## config.mk

```make
export PLATFORM = sky130hd
export DESIGN_NAME = tl_l2_bank_xbar
export DESIGN_NICKNAME = d
export VERILOG_FILES = /design/src/rtl/tl_l2_bank_xbar.sv
export SDC_FILE = /design/constraint.sdc
export NUM_CORES = 1
export LEC_CHECK = 0
export CORE_AREA = 5 5 548 550
export DETAILED_ROUTE_END_ITERATION = 7
export DIE_AREA = 0 0 553 555
export GPL_ROUTABILITY_DRIVEN = 0
export HOLD_SLACK_MARGIN = 0.15
export SLEW_MARGIN = 20
export SYNTH_ARGS = -nofsm -noshare
export SYNTH_HDL_FRONTEND = slang
export SYNTH_SLANG_ARGS = --single-unit
```

## constraint.sdc

```tcl
create_clock -name clk_i -period 13.2 [get_ports clk_i]
set_input_delay 1.98 -clock clk_i [delete_from_list [all_inputs] [get_ports clk_i]]
set_output_delay 1.98 -clock clk_i [all_outputs]
set_load 0.01 [all_outputs]
```

## src/rtl/tl_l2_bank_xbar.sv

```systemverilog
// Address-interleaved TileLink-C crossbar: one client manager port to NBANKS L2 banks.
// A/C route by line-address bank bits, E by the bank tag in the sink; D/B merge via round-robin.
module tl_l2_bank_xbar #(
  parameter int NBANKS   = 2,
  parameter int ADDR_W   = 64,
  parameter int DATA_W   = 64,
  parameter int SOURCE_W = 6,
  parameter int SINK_W   = 4,
  parameter int CID_W    = 2,
  parameter int BANK_LSB = 6,
  localparam int BW      = (NBANKS > 1) ? $clog2(NBANKS) : 0,
  localparam int LSW     = SINK_W - BW
) (
  input  logic                       clk_i,
  input  logic                       rst_ni,
  // upstream A
  input  logic                       up_a_valid_i,
  output logic                       up_a_ready_o,
  input  logic [2:0]                 up_a_opcode_i,
  input  logic [2:0]                 up_a_param_i,
  input  logic [3:0]                 up_a_size_i,
  input  logic [SOURCE_W-1:0]        up_a_source_i,
  input  logic [ADDR_W-1:0]          up_a_address_i,
  input  logic [7:0]                 up_a_mask_i,
  input  logic [DATA_W-1:0]          up_a_data_i,
  input  logic                       up_a_corrupt_i,
  // upstream B
  output logic                       up_b_valid_o,
  input  logic                       up_b_ready_i,
  output logic [2:0]                 up_b_opcode_o,
  output logic [2:0]                 up_b_param_o,
  output logic [3:0]                 up_b_size_o,
  output logic [ADDR_W-1:0]          up_b_address_o,
  output logic [CID_W-1:0]           up_b_dest_o,
  // upstream C
  input  logic                       up_c_valid_i,
  output logic                       up_c_ready_o,
  input  logic [2:0]                 up_c_opcode_i,
  input  logic [2:0]                 up_c_param_i,
  input  logic [3:0]                 up_c_size_i,
  input  logic [SOURCE_W-1:0]        up_c_source_i,
  input  logic [ADDR_W-1:0]          up_c_address_i,
  input  logic [DATA_W-1:0]          up_c_data_i,
  input  logic                       up_c_corrupt_i,
  // upstream D
  output logic                       up_d_valid_o,
  input  logic                       up_d_ready_i,
  output logic [2:0]                 up_d_opcode_o,
  output logic [1:0]                 up_d_param_o,
  output logic [3:0]                 up_d_size_o,
  output logic [SOURCE_W-1:0]        up_d_source_o,
  output logic [SINK_W-1:0]          up_d_sink_o,
  output logic                       up_d_denied_o,
  output logic [DATA_W-1:0]          up_d_data_o,
  output logic                       up_d_corrupt_o,
  // upstream E
  input  logic                       up_e_valid_i,
  output logic                       up_e_ready_o,
  input  logic [SINK_W-1:0]          up_e_sink_i,
  // bank A
  output logic [NBANKS-1:0]          bk_a_valid_o,
  input  logic [NBANKS-1:0]          bk_a_ready_i,
  output logic [NBANKS*3-1:0]        bk_a_opcode_o,
  output logic [NBANKS*3-1:0]        bk_a_param_o,
  output logic [NBANKS*4-1:0]        bk_a_size_o,
  output logic [NBANKS*SOURCE_W-1:0] bk_a_source_o,
  output logic [NBANKS*ADDR_W-1:0]   bk_a_address_o,
  output logic [NBANKS*8-1:0]        bk_a_mask_o,
  output logic [NBANKS*DATA_W-1:0]   bk_a_data_o,
  output logic [NBANKS-1:0]          bk_a_corrupt_o,
  // bank B
  input  logic [NBANKS-1:0]          bk_b_valid_i,
  output logic [NBANKS-1:0]          bk_b_ready_o,
  input  logic [NBANKS*3-1:0]        bk_b_opcode_i,
  input  logic [NBANKS*3-1:0]        bk_b_param_i,
  input  logic [NBANKS*4-1:0]        bk_b_size_i,
  input  logic [NBANKS*ADDR_W-1:0]   bk_b_address_i,
  input  logic [NBANKS*CID_W-1:0]    bk_b_dest_i,
  // bank C
  output logic [NBANKS-1:0]          bk_c_valid_o,
  input  logic [NBANKS-1:0]          bk_c_ready_i,
  output logic [NBANKS*3-1:0]        bk_c_opcode_o,
  output logic [NBANKS*3-1:0]        bk_c_param_o,
  output logic [NBANKS*4-1:0]        bk_c_size_o,
  output logic [NBANKS*SOURCE_W-1:0] bk_c_source_o,
  output logic [NBANKS*ADDR_W-1:0]   bk_c_address_o,
  output logic [NBANKS*DATA_W-1:0]   bk_c_data_o,
  output logic [NBANKS-1:0]          bk_c_corrupt_o,
  // bank D
  input  logic [NBANKS-1:0]          bk_d_valid_i,
  output logic [NBANKS-1:0]          bk_d_ready_o,
  input  logic [NBANKS*3-1:0]        bk_d_opcode_i,
  input  logic [NBANKS*2-1:0]        bk_d_param_i,
  input  logic [NBANKS*4-1:0]        bk_d_size_i,
  input  logic [NBANKS*SOURCE_W-1:0] bk_d_source_i,
  input  logic [NBANKS*LSW-1:0]      bk_d_sink_i,
  input  logic [NBANKS-1:0]          bk_d_denied_i,
  input  logic [NBANKS*DATA_W-1:0]   bk_d_data_i,
  input  logic [NBANKS-1:0]          bk_d_corrupt_i,
  // bank E
  output logic [NBANKS-1:0]          bk_e_valid_o,
  input  logic [NBANKS-1:0]          bk_e_ready_i,
  output logic [NBANKS*LSW-1:0]      bk_e_sink_o
);

  localparam int BIW     = (BW > 0) ? BW : 1;
  localparam int BEAT_LG = $clog2(DATA_W / 8);

  logic [BIW-1:0] a_bank, c_bank, e_bank;
  logic [BIW-1:0] rr_d_q, rr_b_q, d_lock_bank_q;
  logic [BIW-1:0] d_grant, b_grant, d_idx, b_idx, d_next, b_next;
  logic           d_locked_q, d_any, b_any, d_fire, b_fire, d_too_big;
  logic [7:0]     d_cnt_q, d_beats_m1;
  int             d_sel, b_sel, d_shift;

  // Payload is broadcast; only the selected bank's valid is raised.
  assign bk_a_opcode_o  = {NBANKS{up_a_opcode_i}};
  assign bk_a_param_o   = {NBANKS{up_a_param_i}};
  assign bk_a_size_o    = {NBANKS{up_a_size_i}};
  assign bk_a_source_o  = {NBANKS{up_a_source_i}};
  assign bk_a_address_o = {NBANKS{up_a_address_i}};
  assign bk_a_mask_o    = {NBANKS{up_a_mask_i}};
  assign bk_a_data_o    = {NBANKS{up_a_data_i}};
  assign bk_a_corrupt_o = {NBANKS{up_a_corrupt_i}};
  assign bk_c_opcode_o  = {NBANKS{up_c_opcode_i}};
  assign bk_c_param_o   = {NBANKS{up_c_param_i}};
  assign bk_c_size_o    = {NBANKS{up_c_size_i}};
  assign bk_c_source_o  = {NBANKS{up_c_source_i}};
  assign bk_c_address_o = {NBANKS{up_c_address_i}};
  assign bk_c_data_o    = {NBANKS{up_c_data_i}};
  assign bk_c_corrupt_o = {NBANKS{up_c_corrupt_i}};
  assign bk_e_sink_o    = {NBANKS{up_e_sink_i[LSW-1:0]}};

  generate
    if (BW == 0) begin : g_one_bank
      assign a_bank      = '0;
      assign c_bank      = '0;
      assign e_bank      = '0;
      assign up_d_sink_o = bk_d_sink_i[d_sel*LSW +: LSW];
    end else begin : g_multi_bank
      assign a_bank      = up_a_address_i[BANK_LSB +: BW];
      assign c_bank      = up_c_address_i[BANK_LSB +: BW];
      assign e_bank      = up_e_sink_i[SINK_W-1 -: BW];
      assign up_d_sink_o = {d_grant, bk_d_sink_i[d_sel*LSW +: LSW]};
    end
  endgenerate

  always_comb begin
    bk_a_valid_o = '0;
    bk_c_valid_o = '0;
    bk_e_valid_o = '0;
    up_a_ready_o = 1'b0;
    up_c_ready_o = 1'b0;
    up_e_ready_o = 1'b0;
    if (rst_ni) begin
      bk_a_valid_o[a_bank] = up_a_valid_i;
      bk_c_valid_o[c_bank] = up_c_valid_i;
      bk_e_valid_o[e_bank] = up_e_valid_i;
      up_a_ready_o         = bk_a_ready_i[a_bank];
      up_c_ready_o         = bk_c_ready_i[c_bank];
      up_e_ready_o         = bk_e_ready_i[e_bank];
    end
  end

  // Round-robin search: walking down from the farthest candidate lets the nearest one win.
  always_comb begin
    d_grant = rr_d_q;
    d_any   = 1'b0;
    d_idx   = '0;
    for (int i = NBANKS - 1; i >= 0; i--) begin
      d_idx = rr_d_q + BIW'(i);
      if (bk_d_valid_i[d_idx]) begin
        d_grant = d_idx;
        d_any   = 1'b1;
      end
    end
    if (d_locked_q) begin
      d_grant = d_lock_bank_q;
      d_any   = bk_d_valid_i[d_lock_bank_q];
    end
  end

  always_comb begin
    b_grant = rr_b_q;
    b_any   = 1'b0;
    b_idx   = '0;
    for (int i = NBANKS - 1; i >= 0; i--) begin
      b_idx = rr_b_q + BIW'(i);
      if (bk_b_valid_i[b_idx]) begin
        b_grant = b_idx;
        b_any   = 1'b1;
      end
    end
  end

  assign d_sel  = int'(d_grant);
  assign b_sel  = int'(b_grant);
  assign d_next = (NBANKS == 1) ? '0 : d_grant + BIW'(1);
  assign b_next = (NBANKS == 1) ? '0 : b_grant + BIW'(1);

  assign up_d_valid_o   = rst_ni & d_any;
  assign d_fire         = up_d_valid_o & up_d_ready_i;
  assign up_d_opcode_o  = bk_d_opcode_i[d_sel*3 +: 3];
  assign up_d_param_o   = bk_d_param_i[d_sel*2 +: 2];
  assign up_d_size_o    = bk_d_size_i[d_sel*4 +: 4];
  assign up_d_source_o  = bk_d_source_i[d_sel*SOURCE_W +: SOURCE_W];
  assign up_d_denied_o  = bk_d_denied_i[d_sel];
  assign up_d_data_o    = bk_d_data_i[d_sel*DATA_W +: DATA_W];
  assign up_d_corrupt_o = bk_d_corrupt_i[d_sel];

  assign up_b_valid_o   = rst_ni & b_any;
  assign b_fire         = up_b_valid_o & up_b_ready_i;
  assign up_b_opcode_o  = bk_b_opcode_i[b_sel*3 +: 3];
  assign up_b_param_o   = bk_b_param_i[b_sel*3 +: 3];
  assign up_b_size_o    = bk_b_size_i[b_sel*4 +: 4];
  assign up_b_address_o = bk_b_address_i[b_sel*ADDR_W +: ADDR_W];
  assign up_b_dest_o    = bk_b_dest_i[b_sel*CID_W +: CID_W];

  always_comb begin
    bk_d_ready_o = '0;
    bk_b_ready_o = '0;
    if (rst_ni && d_any) bk_d_ready_o[d_grant] = up_d_ready_i;
    if (rst_ni && b_any) bk_b_ready_o[b_grant] = up_b_ready_i;
  end

  // Only AccessAckData and GrantData carry multiple beats; the count saturates at 256 beats.
  always_comb begin
    d_beats_m1 = '0;
    d_too_big  = 1'b0;
    d_shift    = 0;
    if ((up_d_opcode_o == 3'd1 || up_d_opcode_o == 3'd5) && int'(up_d_size_o) > BEAT_LG) begin
      d_shift = int'(up_d_size_o) - BEAT_LG;
      if (d_shift > 8) begin
        d_too_big  = 1'b1;
        d_beats_m1 = 8'hFF;
      end else begin
        d_beats_m1 = 8'((32'd1 << d_shift) - 32'd1);
      end
    end
  end

  always_ff @(posedge clk_i or negedge rst_ni) begin
    if (!rst_ni) begin
      rr_d_q        <= '0;
      rr_b_q        <= '0;
      d_locked_q    <= 1'b0;
      d_lock_bank_q <= '0;
      d_cnt_q       <= '0;
    end else begin
      if (d_fire) begin
        if (d_locked_q) begin
          if (d_cnt_q <= 8'd1) begin
            d_locked_q <= 1'b0;
            d_cnt_q    <= '0;
            rr_d_q     <= d_next;
          end else begin
            d_cnt_q <= d_cnt_q - 8'd1;
          end
        end else if (d_beats_m1 != 8'd0) begin
          d_locked_q    <= 1'b1;
          d_lock_bank_q <= d_grant;
          d_cnt_q       <= d_beats_m1;
        end else begin
          rr_d_q <= d_next;
        end
      end
      if (b_fire) rr_b_q <= b_next;
    end
  end

  a_d_burst_legal: assert property (@(posedge clk_i) disable iff (!rst_ni)
    !(d_fire && !d_locked_q && d_too_big));

endmodule

```

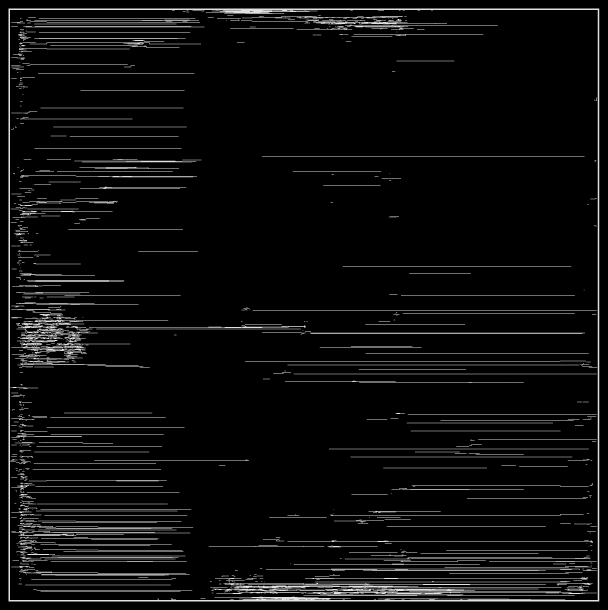
**Above:** metal 1.
main direction = horizontal
share of all routed wire = 18%
longest straight run = 323 um
nets with wire on the layer = 1263

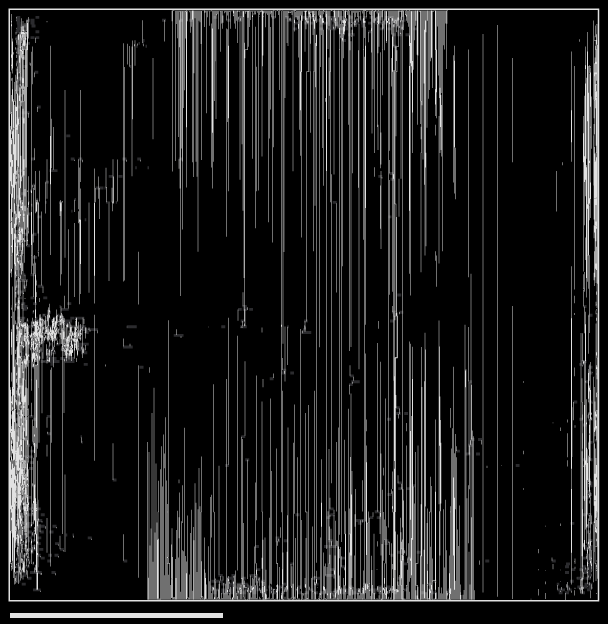
**Above:** the metal 2 layer.
Bar = 200 um. Cells faint in the background.
longest straight run = 538 um
nets with wire on the layer = 1448
share of all routed wire = 42%

==> impl_metrics.tcl <==
# implementation run metrics
set metrics [dict create \
    p_int_mw 0.702 \
    pre_cts_ws_ps 4730 \
    synth_flops 12 \
    path_buffers 5 \
    hold-worst-slack_ps 495 \
    final_cell_mix "clkdlybuf4s50_1 (515), nand2_1 (261), mux2_2 (76)" \
    timing.final.crit_share 0.621 \
    rr_endpoint "d_cnt_q[1]" \
    cts_tree "built" \
    vias 7649 \
    viasPerCell 1.53 \
    power-top-group "combinational logic" \
    nonClkBufAreaFrac 0.383 \
    seq-power_mw 0.0778 \
    finalCriticalPeriod_ps 8200 \
    io_buffers 519 \
    stdcell_area_um2 13600 \
    largest_cell_class "non-clock buffers" \
    crit_family "buffers and inverters" \
    yosys_warnings 0 \
    crit_path_cell_trace "clkdlybuf4s50_1 -> nor2b_2 -> a211o_1 -> nand2_4 -> clkinv_2 -> buf_4 -> nand2_1 -> nand2_1 -> ha_1 -> inv_1 -> nor4_4 -> o21ai_1 -> nor2_1 -> inv_1 -> ha_1 -> xnor2_1 -> a21oi_1 -> o221ai_2 -> o2bb2ai_2 -> o21a_4 -> mux2_4" \
    warnings 27 \
    grt_pass1_wl_mm 208 \
    cts.htree.levels 1 \
    comb-power_mw 1.74 \
    grtUsageMet2 0.178 \
    fillCellCount 35186 \
    rsz0062_at_grt "no" \
    place_inst 4982 \
    nNonClkInverters 15 \
    fmax_mhz 122 \
    die_area_um2 307000 \
    logic_family "buffers and inverters" \
    cts.repair.resized 0 \
    firstDrtPassIters 7 \
    cts_setup_buffers 0 \
    ys_chip_area_um2 8030 \
    vdd_drop_max_mv 0.253 \
    synth-simple-area-share 0.163 \
    r2r_cells 19 \
    crit_type "primary input to flop" \
    antenna_cells 15 \
    place_area_um2 13500 \
    status "completed" \
    seqPwrFrac 0.041 \
    drive_gt1_frac 0.102 \
    cp.required_ps 13330 \
    yosys.cell_types.count 66 \
    flop-count 12 \
]
No activity file was given, so power comes from the tool's default toggle rates.
